--- src/rtl/alu_seq_rv32i.sv ---
// rtl/alu_seq_rv32i.sv - multi-cycle RV32I ALU with serial shifter and valid/ready handshakes
module alu_seq_rv32i #(
  parameter int N       = 32,
  parameter int SHAMT_W = 5
) (
  input  logic         clk,
  input  logic         rst_n,
  input  logic         in_valid,
  output logic         in_ready,
  input  logic [N-1:0] op1,
  input  logic [N-1:0] op2,
  input  logic [2:0]   op_code,
  output logic         out_valid,
  input  logic         out_ready,
  output logic [N-1:0] dout,
  output logic         zero_flag,
  output logic         sign_out,
  output logic         cry_out
);

  localparam logic [2:0] OP_ADD = 3'b000;
  localparam logic [2:0] OP_SUB = 3'b001;
  localparam logic [2:0] OP_AND = 3'b010;
  localparam logic [2:0] OP_OR  = 3'b011;
  localparam logic [2:0] OP_SLL = 3'b100;
  localparam logic [2:0] OP_SRA = 3'b110;
  localparam logic [2:0] OP_XOR = 3'b111;

  typedef enum logic [1:0] {IDLE, SHIFT, DONE} state_t;

  state_t             state, state_n;
  logic [N-1:0]       acc, acc_n, acc_sh, dout_n;
  logic [SHAMT_W-1:0] cnt, cnt_n, shamt;
  logic [2:0]         op, op_n;
  logic [N:0]         sum, diff;
  logic               sh_bit, cry_n, load;

  assign shamt = op2[SHAMT_W-1:0];
  assign sum   = {1'b0, op1} + {1'b0, op2};
  assign diff  = {1'b0, op1} + {1'b0, ~op2} + {{N{1'b0}}, 1'b1};

  // One-bit shift step; sh_bit is the bit leaving the accumulator this edge.
  always_comb begin
    acc_sh = {1'b0, acc[N-1:1]};
    sh_bit = acc[0];
    case (op)
      OP_SLL: begin
        acc_sh = {acc[N-2:0], 1'b0};
        sh_bit = acc[N-1];
      end
      OP_SRA: acc_sh = {acc[N-1], acc[N-1:1]};
      default: ;
    endcase
  end

  always_comb begin
    state_n = state;
    acc_n   = acc;
    cnt_n   = cnt;
    op_n    = op;
    dout_n  = dout;
    cry_n   = cry_out;
    load    = 1'b0;
    case (state)
      IDLE: begin
        if (in_valid && in_ready) begin
          op_n = op_code;
          load = 1'b1;
          cry_n = 1'b0;
          case (op_code)
            OP_ADD: begin
              dout_n = sum[N-1:0];
              cry_n  = sum[N];
            end
            OP_SUB: begin
              dout_n = diff[N-1:0];
              cry_n  = diff[N];
            end
            OP_AND: dout_n = op1 & op2;
            OP_OR:  dout_n = op1 | op2;
            OP_XOR: dout_n = op1 ^ op2;
            default: begin
              if (shamt == '0) begin
                dout_n = op1;
              end else begin
                load  = 1'b0;
                acc_n = op1;
                cnt_n = shamt;
              end
            end
          endcase
          state_n = load ? DONE : SHIFT;
        end
      end
      SHIFT: begin
        acc_n = acc_sh;
        cnt_n = cnt - SHAMT_W'(1);
        if (cnt == SHAMT_W'(1)) begin
          load    = 1'b1;
          dout_n  = acc_sh;
          cry_n   = sh_bit;
          state_n = DONE;
        end
      end
      DONE: begin
        if (out_valid && out_ready) state_n = IDLE;
      end
      default: state_n = IDLE;
    endcase
  end

  // Handshake outputs are registered from the next state so they line up with it.
  always_ff @(posedge clk) begin
    if (!rst_n) begin
      state     <= IDLE;
      acc       <= '0;
      cnt       <= '0;
      op        <= '0;
      in_ready  <= 1'b0;
      out_valid <= 1'b0;
      dout      <= '0;
      zero_flag <= 1'b0;
      sign_out  <= 1'b0;
      cry_out   <= 1'b0;
    end else begin
      state     <= state_n;
      acc       <= acc_n;
      cnt       <= cnt_n;
      op        <= op_n;
      in_ready  <= (state_n == IDLE);
      out_valid <= (state_n == DONE);
      if (load) begin
        dout      <= dout_n;
        zero_flag <= (dout_n == '0);
        sign_out  <= dout_n[N-1];
        cry_out   <= cry_n;
      end
    end
  end

endmodule

--- config.mk ---
export PLATFORM = sky130hd
export DESIGN_NAME = alu_seq_rv32i
export DESIGN_NICKNAME = d
export VERILOG_FILES = /design/src/rtl/alu_seq_rv32i.sv
export SDC_FILE = /design/constraint.sdc
export NUM_CORES = 1
export LEC_CHECK = 0
export CAP_MARGIN = 30
export CORE_UTILIZATION = 45
export DETAILED_ROUTE_END_ITERATION = 10
export PLACE_DENSITY_LB_ADDON = 0.15
export RECOVER_POWER = 50
export SETUP_SLACK_MARGIN = 0.15
export SYNTH_ARGS = -nofsm -noshare
export SYNTH_HDL_FRONTEND = slang
export SYNTH_SLANG_ARGS = --single-unit
--- constraint.sdc ---
create_clock -name clk -period 3.29 [get_ports clk]
set_input_delay 0.329 -clock clk [delete_from_list [all_inputs] [get_ports clk]]
set_output_delay 0.329 -clock clk [all_outputs]
set_load 0.02 [all_outputs]
==> out/qor.csv <==
metric,value,unit
ios,108,
preCtsSetupSlack,-1.10,ns
clk_path_buf_depth,2,
antenna_found_initial,0,
die_x,154,um
rr_startpoint,state[0]$_SDFF_PN0_,
grt_first_pass_wirelength,78.6,mm
switching_share,41.5,%
crit_fanout,4,
p_sw,2.01,mW
wl_met3,3.74,mm
setup_violations,0,
power_density,294,mW/mm2
syn_area_per_cell,6.93,um2
leakage,7.36,nW
warning_count,101,
via_per_inst,6.27,
hold_viol,0,
skew,0.00725,ns
drv_cap,0,
critPathTopFamily,AND-OR/OR-AND gates,
htreeDepth,3,
power.total,4.85,mW
holdCritPathClass,input port to register,
dp_hpwl,41.0,mm
powerComb,2.76,mW
crit_chain,"buf_8, buf_6, inv_4, ha_4, inv_2, fa_2, nor2b_4, o21a_4, o21ai_4, o211ai_1, buf_4, a211o_4, a311oi_2, o21ai_0, nor4bb_1, buf_4, o211ai_1, nor4_2, nand4_1, nand2_1",
irDropWorstVdd,0.000250,V
globalRouteTotalUtil,43.7,%
p_clk_share,20.7,%
syn_inst,1496,
finalCritPeriodShare,99.7,%
hold-path-cell-count,4,
tns,0,ns
route.vias.total,14100,
grt_use_met3,6.51,%
crit_buf_inv,6,
arrival,3.52,ns
ys.flops,78,
required,3.53,ns
synth_area_leader_cell,dfxtp_1,
cts_buffers,9,
drcViolationCount,0,
yosys_cells,1496,
area_growth,59.0,%
grt_max_degree,50,
use_met1,49.1,%
clkTransAtPathRegs,0.07,ns
gp_congestion,1.05,
port_buffers,107,
grt-ovfl-total,0,
cts_tree,yes,
ys_top_cells_by_area,"dfxtp_1 (15%), ha_1 (13%), a21oi_1 (6.3%), nor2_1 (5.9%), nand2_1 (5.1%)",
status,"complete, no violations",
rsz0062_at_grt,true,
gr-max-usage-layer,met2,
edf_count,0,
firstDrtPassIters,7,
p_seq,1.09,mW
synth.most_common_cell,nor2_1,
n_antenna_cell,0,
wl_met2,24.5,mm
common_cells,"nor2_1 (163), nand2_1 (142), a21oi_1 (131)",
die-area,0.0236,mm2
crit_path_start_kind,input port,
p_int,2.84,mW
power_leader,combinational logic,
tightestPinTransition,0.835,ns
instances_no_fill,2257,
cts-root-buf,clkbuf_16,
nets,2146,
drive_gt1_share,37.8,%
slew_violations,0,
worstSetupEndpointType,register,
[cell families after synthesis]
kind of cell | share of synthesized area, %
muxes | 3.71
xor gates and xnor gates | 1.77
DFF | 15.1
AOI/OAI and AO/OA | 35.2
and+or+nand+nor | 22.9
buffers and inverters | 8.11
adders and majority gates | 13.2
[path summary, 6_finish.rpt]
kind                                  to  slack (ns)
hold / removal       acc[0]$_SDFFE_PN0P_        0.45
setup / recovery  zero_flag$_SDFFE_PN0P_        0.01
setup reg to reg  zero_flag$_SDFFE_PN0P_        0.08
hold reg to reg     acc[10]$_SDFFE_PN0P_        0.48
[metrics by stage]
stage	cell area, um2	hold WS [ns]
6_report	16500	0.445
5_1_grt	16500	0.443
4_1_cts	15900	0.413
3_5_place_dp	14600	0.466
3_3_place_gp	14500	0.464
2_1_floorplan	10400	0.444
[final cells by class]
type	count	area [um2]
Sequential cell	78	1560
Fill cell	1896	6160
Clock buffer	10	239
Multi-Input combinational cell	1207	9260
Inverter	102	389
Tap cell	285	357
Clock inverter	6	53.8
Timing Repair Buffer	569	4620
[cell usage in the layout, fill, tap and decap left out, drive strengths merged, types with 10 or more instances in the layout]
cell type,count
nor2,165
and2,18
nand2,142
o21ai,104
dlygate4sd2,13
and3,16
a211oi,47
nor2b,14
nor3,50
a21o,15
o2bb2ai,31
xnor2,16
ha,106
a22oi,17
nand4,10
clkdlybuf4s50,20
a31oi,18
dfxtp,78
dlygate4sd3,37
o211ai,35
buf,464
o31ai,15
nand2b,17
mux2i,35
clkbuf,29
nand3,23
a21oi,131
dlymetal6s2s,12
inv,104
o21bai,12
[repair_timing]
item                                    CTS  global route
gates resized                           255           173
buffers inserted                         30            15
endpoints found under the setup margin   22            13
pin swaps                                66            79
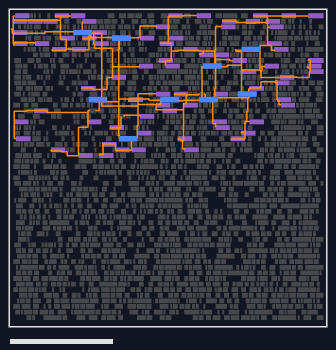
(clock wires, drivers and flops)
The bar under the picture is 50 um long.
legend:
  purple:
    item: flip-flops
    count: 78
  blue:
    item: cells driving clock nets
    count: 9
  orange:
    item: clock wires
    length: 1160 um
routed clock nets: 10

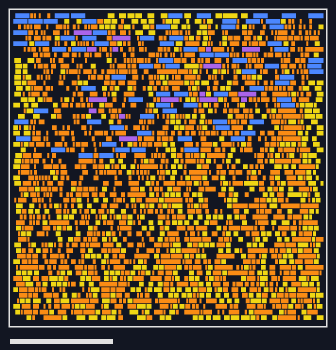
(placement by cell class)
The bar under the picture is 50 um long.
legend:
  orange:
    class: all other logic
    cells: 1309
    share_of_their_area: 60%
  purple:
    class: clock drivers and dummy loads
    cells: 16
    share_of_their_area: 1.8%
  blue:
    class: flip-flops
    cells: 78
    share_of_their_area: 9.7%
  yellow:
    class: other buffers and delay cells
    cells: 569
    share_of_their_area: 29%
Seq area share: 9.49%
Final Core Density: 72.8%
Core Area: 0.0226 mm2
cell row count: 55
final instance area: 0.0165 mm2

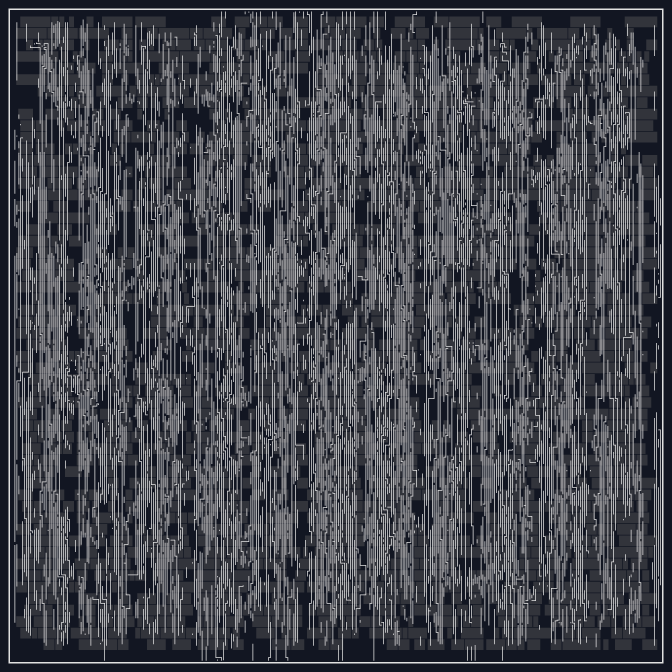
(met2 routing)
Cells faint in the background.
wire length on this layer: 24.5 mm
nets with wire on the layer: 1866
share of all routed wire: 47%

No activity file was given, so power comes from the tool's default toggle rates.
